Figure 1. Clock distribution.
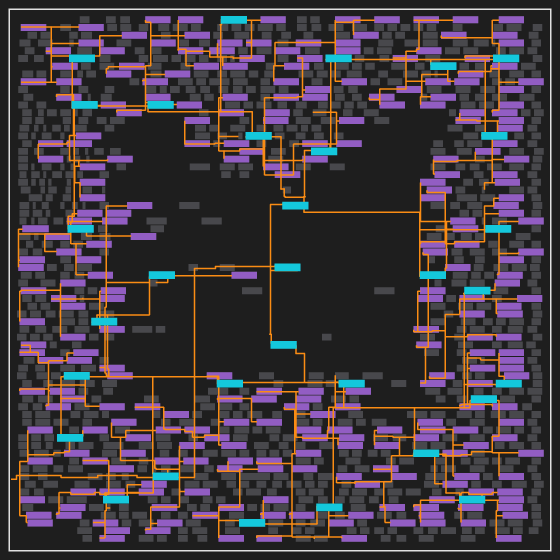
Figure 2. Sequential cells coloured by netlist name.
Other sequential cells in the stronger grey, the rest of the logic in the fainter grey.
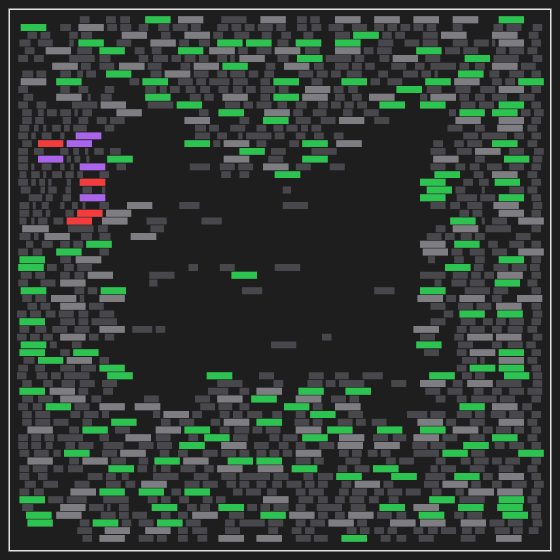
===== src/rtl/mem_arbiter_pkg.sv =====
// Shared types for the genrom read-port arbiter: requester IDs and the
// in-flight tag that travels alongside each access.
package mem_arbiter_pkg;

  // Requester identities: instruction fetch and data load.
  typedef enum logic {
    RQ_FETCH = 1'b0,
    RQ_LOAD  = 1'b1
  } req_id_e;

  // One pipeline tag: marks a live access and who it belongs to.
  typedef struct packed {
    logic    valid;
    req_id_e id;
  } tag_t;

  localparam tag_t TAG_IDLE = '{valid: 1'b0, id: RQ_FETCH};

  // Builds a live tag for the given requester.
  function automatic tag_t make_tag(input req_id_e id);
    return '{valid: 1'b1, id: id};
  endfunction

endpackage


===== src/rtl/mem_arbiter.sv =====
// Two-requester arbiter for the single genrom read port. Accepts one access
// per cycle and uses a two-stage tag pipeline to steer each response back to
// its requester two edges after the grant.
module mem_arbiter
  import mem_arbiter_pkg::*;
#(
  parameter int AW       = 4,
  parameter int EXTRA    = 4,
  parameter int PRIORITY = 0,
  localparam int DW      = (2**EXTRA) * 8
) (
  input  logic              clk,
  input  logic              reset,
  input  logic              r0_req,
  input  logic [AW:0]       r0_addr,
  input  logic [EXTRA-1:0]  r0_extra,
  output logic              r0_ack,
  output logic              r0_valid,
  output logic [DW-1:0]     r0_data,
  output logic              r0_error,
  input  logic              r1_req,
  input  logic [AW:0]       r1_addr,
  input  logic [EXTRA-1:0]  r1_extra,
  output logic              r1_ack,
  output logic              r1_valid,
  output logic [DW-1:0]     r1_data,
  output logic              r1_error,
  output logic [AW:0]       mem_addr,
  output logic [EXTRA-1:0]  mem_extra,
  input  logic [DW-1:0]     mem_data,
  input  logic              mem_error
);

  logic [AW:0]      mem_addr_q, mem_addr_d;
  logic [EXTRA-1:0] mem_extra_q, mem_extra_d;
  tag_t             stage1_q, stage1_d;
  tag_t             stage2_q, stage2_d;
  req_id_e          last_grant_q, last_grant_d;
  logic             r0_valid_q, r0_valid_d;
  logic [DW-1:0]    r0_data_q, r0_data_d;
  logic             r0_error_q, r0_error_d;
  logic             r1_valid_q, r1_valid_d;
  logic [DW-1:0]    r1_data_q, r1_data_d;
  logic             r1_error_q, r1_error_d;

  // Pick at most one winner; ties go to the fixed favourite or away from the last winner.
  always_comb begin
    r0_ack = 1'b0;
    r1_ack = 1'b0;
    if (reset) begin
      if (r0_req && r1_req) begin
        if (PRIORITY == 1 || last_grant_q == RQ_LOAD) r0_ack = 1'b1;
        else                                           r1_ack = 1'b1;
      end else begin
        r0_ack = r0_req;
        r1_ack = r1_req;
      end
    end
  end

  // Launch the granted access, advance the tag pipe and steer returning data.
  always_comb begin
    mem_addr_d   = mem_addr_q;
    mem_extra_d  = mem_extra_q;
    stage1_d     = TAG_IDLE;
    stage2_d     = stage1_q;
    last_grant_d = last_grant_q;
    r0_valid_d   = 1'b0;
    r0_data_d    = r0_data_q;
    r0_error_d   = r0_error_q;
    r1_valid_d   = 1'b0;
    r1_data_d    = r1_data_q;
    r1_error_d   = r1_error_q;

    if (r0_ack) begin
      mem_addr_d   = r0_addr;
      mem_extra_d  = r0_extra;
      stage1_d     = make_tag(RQ_FETCH);
      last_grant_d = RQ_FETCH;
    end else if (r1_ack) begin
      mem_addr_d   = r1_addr;
      mem_extra_d  = r1_extra;
      stage1_d     = make_tag(RQ_LOAD);
      last_grant_d = RQ_LOAD;
    end

    if (stage2_q.valid) begin
      if (stage2_q.id == RQ_FETCH) begin
        r0_valid_d = 1'b1;
        r0_data_d  = mem_data;
        r0_error_d = mem_error;
      end else begin
        r1_valid_d = 1'b1;
        r1_data_d  = mem_data;
        r1_error_d = mem_error;
      end
    end
  end

  // State registers; reset drops in-flight tags so nothing returns after release.
  always_ff @(posedge clk or negedge reset) begin
    if (!reset) begin
      mem_addr_q   <= '0;
      mem_extra_q  <= '0;
      stage1_q     <= TAG_IDLE;
      stage2_q     <= TAG_IDLE;
      last_grant_q <= RQ_LOAD;
      r0_valid_q   <= 1'b0;
      r0_data_q    <= '0;
      r0_error_q   <= 1'b0;
      r1_valid_q   <= 1'b0;
      r1_data_q    <= '0;
      r1_error_q   <= 1'b0;
    end else begin
      mem_addr_q   <= mem_addr_d;
      mem_extra_q  <= mem_extra_d;
      stage1_q     <= stage1_d;
      stage2_q     <= stage2_d;
      last_grant_q <= last_grant_d;
      r0_valid_q   <= r0_valid_d;
      r0_data_q    <= r0_data_d;
      r0_error_q   <= r0_error_d;
      r1_valid_q   <= r1_valid_d;
      r1_data_q    <= r1_data_d;
      r1_error_q   <= r1_error_d;
    end
  end

  assign mem_addr  = mem_addr_q;
  assign mem_extra = mem_extra_q;
  assign r0_valid  = r0_valid_q;
  assign r0_data   = r0_data_q;
  assign r0_error  = r0_error_q;
  assign r1_valid  = r1_valid_q;
  assign r1_data   = r1_data_q;
  assign r1_error  = r1_error_q;

endmodule


===== config.mk =====
export PLATFORM = sky130hd
export DESIGN_NAME = mem_arbiter
export DESIGN_NICKNAME = d
export VERILOG_FILES = /design/src/rtl/mem_arbiter_pkg.sv /design/src/rtl/mem_arbiter.sv
export SDC_FILE = /design/constraint.sdc
export NUM_CORES = 1
export LEC_CHECK = 0
export ABC_CLOCK_PERIOD_IN_PS = 2050
export CAP_MARGIN = 20
export CELL_PAD_IN_SITES_DETAIL_PLACEMENT = 1
export CELL_PAD_IN_SITES_GLOBAL_PLACEMENT = 2
export CORE_MARGIN = 2
export CORE_UTILIZATION = 33
export DETAILED_ROUTE_END_ITERATION = 6
export PLACE_DENSITY = 0.92
export SLEW_MARGIN = 10
export SYNTH_ARGS = -nofsm -noshare
export SYNTH_HDL_FRONTEND = slang
export SYNTH_SLANG_ARGS = --single-unit

===== constraint.sdc =====
create_clock -name clk -period 2.05 [get_ports clk]
set_input_delay 0.3075 -clock clk [delete_from_list [all_inputs] [get_ports clk]]
set_output_delay 0.3075 -clock clk [all_outputs]
set_load 0.03 [all_outputs]

==> results.toml <==
# generated from flow reports
[synth]
synthesis.area_um2 = 11400
mux_share_pct = 32.7
syn_avg_cell_area_um2 = 18.6
yosysCellCount = 612

[floorplanning]
chipWidth_um = 190
fp_util_pct = 33.2
taps = 455
core_region_area_um2 = 34300
die-area_um2 = 36000

[sta]
slew_headroom_pct = 68.2
slew_violations = 0
setup_violations = 0

[finish]
sh_comb_area_pct = 23.5
nMultiInputCombCells = 304
ff_latch_area_um2 = 6860
finalInstanceArea_um2 = 17100
largest_class = "registers"

[cts]
clk_latency_ns = 0.56
root_buffer = "clkbuf_16"

[grt]
busiest_layer = "met2"
antenna_found_initial = 1
grtUsageMet3_pct = 5.53

[placement]
dp_cells = 1482
io_buffers = 421

[power]
maxPowerGroup = "sequential cells"
seq_power_mw = 7.23

[run_status]
status = "complete, no violations"

[worst_setup_path]
start_kind = "flop"
cp.required_ns = 1.74

[drt]
ant_nets = 0
met3WireLength_um = 2600
About Figure 1:
[cells driving clock nets] cyan | count: 31
[flip-flops] purple | count: 274
[clock wires] orange | length: 3,830 um
flops lie: widely spread
routed clock nets: 32

About Figure 2:
| name in the netlist | colour | sequential cells |
|---|---|---|
| `mem_extra` | red | 4 |
| `mem_addr` | purple | 5 |
| `r0_data` | green | 128 |
not coloured: 137

==> path summary, 6_finish.rpt <==
| check | slack (ns) | cells past startpoint | end | start |
|---|---|---|---|---|
| max in group asynchronous | 0.73 | 5 | r1_data[33] | reset |
| max | 0.07 | 1 | r0_data[109] | r0_data[109] |
| min reg2reg | 0.35 | 0 | stage2_q[0] | stage1_q[0] |
| min in group asynchronous | 0.36 | 3 | mem_extra[3] | reset |
| min | 0.06 | 3 | stage1_q[0] | reset |
| max reg2reg | 0.38 | 4 | r0_data[2] | stage2_q[1] |
==> worst min-delay path: cells and delay by family <==
| family | cells | cell delay, ns |
|---|---|---|
| AOI/OAI and AO/OA | 1 | 0.06 |
| and+or+nand+nor | 1 | 0.09 |
| buffers and inverters | 1 | 0.11 |
